**src/rtl/sd_cmd_arbiter.sv**
```systemverilog
// Round-robin arbiter sharing the SD command PHY between the host port (0)
// and the DMA engine (1), with a response/ack watchdog that aborts the PHY.
module sd_cmd_arbiter #(
  parameter int CMD_W          = 48,
  parameter int RSP_W          = 38,
  parameter int TIMEOUT_CYCLES = 256
) (
  input  logic             iClock_SD,
  input  logic             iReset_n,
  input  logic             iReq0,
  input  logic             iReq1,
  input  logic [CMD_W-1:0] iCmd0,
  input  logic [CMD_W-1:0] iCmd1,
  output logic             oGnt0,
  output logic             oGnt1,
  output logic             oDone0,
  output logic             oDone1,
  output logic [RSP_W-1:0] oResp,
  output logic             oTimeout,
  output logic             oPhy_strobe,
  output logic [CMD_W-1:0] oPhy_cmd,
  input  logic             iPhy_strobe,
  input  logic [RSP_W-1:0] iPhy_response,
  output logic             oPhy_ack,
  input  logic             iPhy_ack,
  output logic             oPhy_reset
);

  localparam int CNT_W = $clog2(TIMEOUT_CYCLES + 1);
  localparam logic [CNT_W-1:0] LIM = CNT_W'(TIMEOUT_CYCLES - 1);

  typedef enum logic [2:0] {
    IDLE, ISSUE, WAIT_RESP, WAIT_ACK, ABORT, DONE
  } state_t;

  state_t           state, state_d;
  logic [CNT_W-1:0] count, count_d;
  logic             last_gnt, last_gnt_d;
  logic [RSP_W-1:0] rsp_q, rsp_d;
  logic             gnt0_d, gnt1_d, done0_d, done1_d;
  logic [RSP_W-1:0] resp_d;
  logic             timeout_d, strobe_d, ack_d, reset_d;
  logic [CMD_W-1:0] cmd_d;
  logic             win1, expired;

  // On contention the requester that did not win last time is served.
  assign win1    = iReq1 & (~iReq0 | ~last_gnt);
  assign expired = (count == LIM);

  always_comb begin
    state_d    = state;
    count_d    = count;
    last_gnt_d = last_gnt;
    rsp_d      = rsp_q;
    gnt0_d     = oGnt0;
    gnt1_d     = oGnt1;
    done0_d    = 1'b0;
    done1_d    = 1'b0;
    resp_d     = oResp;
    timeout_d  = oTimeout;
    strobe_d   = 1'b0;
    cmd_d      = oPhy_cmd;
    ack_d      = 1'b0;
    reset_d    = 1'b0;
    unique case (state)
      IDLE: begin
        if (iReq0 | iReq1) begin
          state_d    = ISSUE;
          strobe_d   = 1'b1;
          gnt0_d     = ~win1;
          gnt1_d     = win1;
          cmd_d      = win1 ? iCmd1 : iCmd0;
          last_gnt_d = win1;
        end
      end
      ISSUE: begin
        state_d = WAIT_RESP;
        count_d = '0;
      end
      WAIT_RESP: begin
        count_d = count + 1'b1;
        if (iPhy_strobe) begin
          state_d = WAIT_ACK;
          count_d = '0;
          rsp_d   = iPhy_response;
          ack_d   = 1'b1;
        end else if (expired) begin
          state_d = ABORT;
          rsp_d   = '0;
          reset_d = 1'b1;
        end
      end
      WAIT_ACK: begin
        count_d = count + 1'b1;
        ack_d   = 1'b1;
        if (iPhy_ack) begin
          state_d   = DONE;
          ack_d     = 1'b0;
          done0_d   = oGnt0;
          done1_d   = oGnt1;
          resp_d    = rsp_q;
          timeout_d = 1'b0;
        end else if (expired) begin
          state_d = ABORT;
          ack_d   = 1'b0;
          rsp_d   = '0;
          reset_d = 1'b1;
        end
      end
      ABORT: begin
        state_d   = DONE;
        done0_d   = oGnt0;
        done1_d   = oGnt1;
        resp_d    = '0;
        timeout_d = 1'b1;
      end
      DONE: begin
        state_d = IDLE;
        gnt0_d  = 1'b0;
        gnt1_d  = 1'b0;
      end
      default: state_d = IDLE;
    endcase
  end

  always_ff @(posedge iClock_SD or negedge iReset_n) begin
    if (!iReset_n) begin
      state       <= IDLE;
      count       <= '0;
      last_gnt    <= 1'b1;
      rsp_q       <= '0;
      oGnt0       <= 1'b0;
      oGnt1       <= 1'b0;
      oDone0      <= 1'b0;
      oDone1      <= 1'b0;
      oResp       <= '0;
      oTimeout    <= 1'b0;
      oPhy_strobe <= 1'b0;
      oPhy_cmd    <= '0;
      oPhy_ack    <= 1'b0;
      oPhy_reset  <= 1'b0;
    end else begin
      state       <= state_d;
      count       <= count_d;
      last_gnt    <= last_gnt_d;
      rsp_q       <= rsp_d;
      oGnt0       <= gnt0_d;
      oGnt1       <= gnt1_d;
      oDone0      <= done0_d;
      oDone1      <= done1_d;
      oResp       <= resp_d;
      oTimeout    <= timeout_d;
      oPhy_strobe <= strobe_d;
      oPhy_cmd    <= cmd_d;
      oPhy_ack    <= ack_d;
      oPhy_reset  <= reset_d;
    end
  end

endmodule

```
**config.mk**
```make
export PLATFORM = sky130hd
export DESIGN_NAME = sd_cmd_arbiter
export DESIGN_NICKNAME = d
export VERILOG_FILES = /design/src/rtl/sd_cmd_arbiter.sv
export SDC_FILE = /design/constraint.sdc
export NUM_CORES = 1
export LEC_CHECK = 0
export ABC_CLOCK_PERIOD_IN_PS = 2130
export CAP_MARGIN = 40
export CORE_MARGIN = 8
export CORE_UTILIZATION = 30
export DETAILED_ROUTE_END_ITERATION = 8
export SLEW_MARGIN = 10
export SYNTH_ARGS = -nofsm -noshare
export SYNTH_HDL_FRONTEND = slang
export SYNTH_SLANG_ARGS = --single-unit
```
**constraint.sdc**
```tcl
create_clock -name iClock_SD -period 2.13 [get_ports iClock_SD]
set_input_delay 0.3195 -clock iClock_SD [delete_from_list [all_inputs] [get_ports iClock_SD]]
set_output_delay 0.3195 -clock iClock_SD [all_outputs]
set_load 0.01 [all_outputs]
```
**PDN straps and rails**

Bar = 50 um. Pins as bars on the die edge.
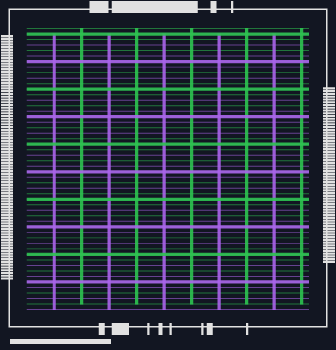
[VDD] green
[VSS] purple
met4 straps: 10
met5 straps: 10

**Placed cells, one color a class**

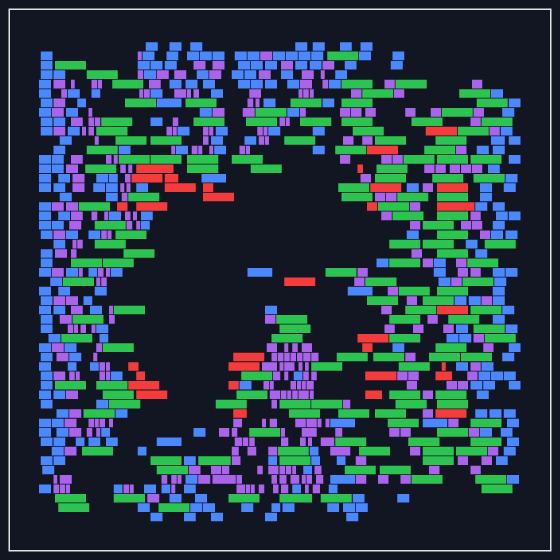
[clock drivers and dummy loads] red | cells: 32 | share of their area: 6.7%
[sequential cells] green | cells: 145 | share of their area: 40%
[remaining buffers and delay cells] blue | cells: 265 | share of their area: 30%
[combinational and other logic] purple | cells: 303 | share of their area: 23%

**Clock network drawn from the DEF**

Bar = 50 um.
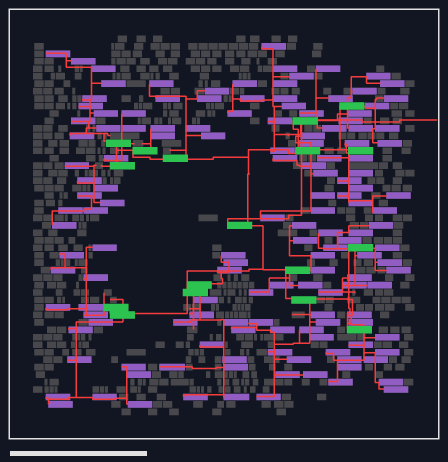
[clock drivers] green | count: 17
[clock wires] red | length: 1800 um
[flip-flops] purple | count: 145
routed clock nets: 18

**Signal wires by layer**

Bar = 50 um.
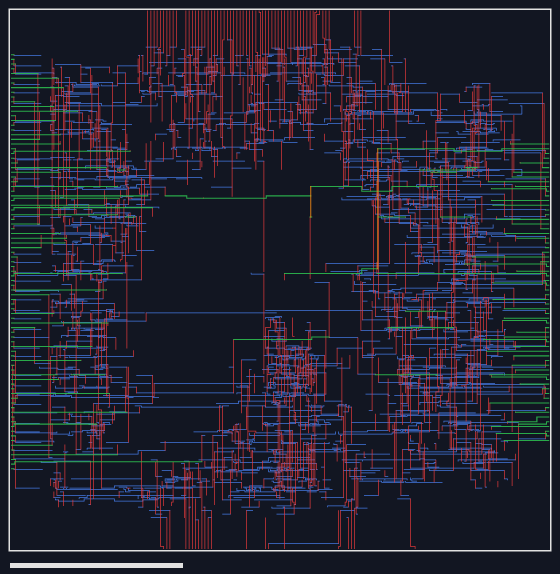
[metal 3] green | wire length: 1780 um
[metal 1] blue | wire length: 7690 um
[metal 4] orange | wire length: 43.5 um
[metal 2] red | wire length: 7880 um

==> Implementation_results.wiki <==
== Implementation results ==
{| class="wikitable"
! Metric !! Value
|-
| Max-slew violation count || 0
|-
| Number of hold-repair buffers added at the cts stage || 1
|-
| Largest Register || oPhy_cmd
|-
| Fraction of area in registers || 38.9%
|-
| Flip-flops with a built-in enable || 0
|-
| Fill cells || 1748
|-
| Number of warnings in the stage logs || 26
|-
| Area taken by multi-input logic gates || 2080 sq um
|-
| Core Area || 19300 sq um
|-
| Buffers & Inverters on Critical Path || 1
|-
| Area share of the leading cell type in the synthesized netlist || 61.2%
|-
| Destination of the critical timing path || rsp_q[19]
|-
| Post-synthesis average cell area || 12.1 sq um
|-
| Flop and latch count out of synthesis || 145
|-
| Clock Sinks || 145
|-
| Top Registers || oPhy_cmd (48), oResp (38), rsp_q (38)
|-
| Critical path fanouts, max || 38
|-
| Total die size || 24400 sq um
|-
| Grt total ovfl || 0
|-
| Cell family contributing the most delay on the critical path || simple AND/OR/NAND/NOR gates
|-
| Number of violations reported at the end of detailed-routing iteration 0 || 209
|-
| Max-cap violations || 0
|-
| Area grow syn2layout || 58.4%
|-
| Yosys xor share || 0.149%
|-
| Placer congestion estimate || 0.763
|-
| Total number of yosys warnings || 0
|-
| Worst R2R Start || count[4]
|-
| Run status || complete, no violations
|-
| Setup slack of the worst register-to-register path || 190 ps
|-
| Cells taking the most area after synthesis || dfrtp_1, a22o_1, mux2i_1
|-
| Register share of total power || 36.1%
|-
| Post-route ant nets || 0
|-
| Most repeated cell in the gate-level netlist after synthesis || dfrtp_1
|-
| Ao+oa area frac || 19.0%
|-
| Combinational family with the most area after synthesis || AND-OR/OR-AND gates
|-
| DR pass1 iterations || 5
|-
| All-Layer GR Usage || 14.5%
|-
| HP Class || in2async
|-
| Ratio of routed vias to standard cells || 4.73
|-
| Met3 Use GR || 6.59%
|-
| Highest Signal Layer || met4
|-
| Final setup violation count || 0
|}
No activity file was given, so power comes from the tool's default toggle rates.
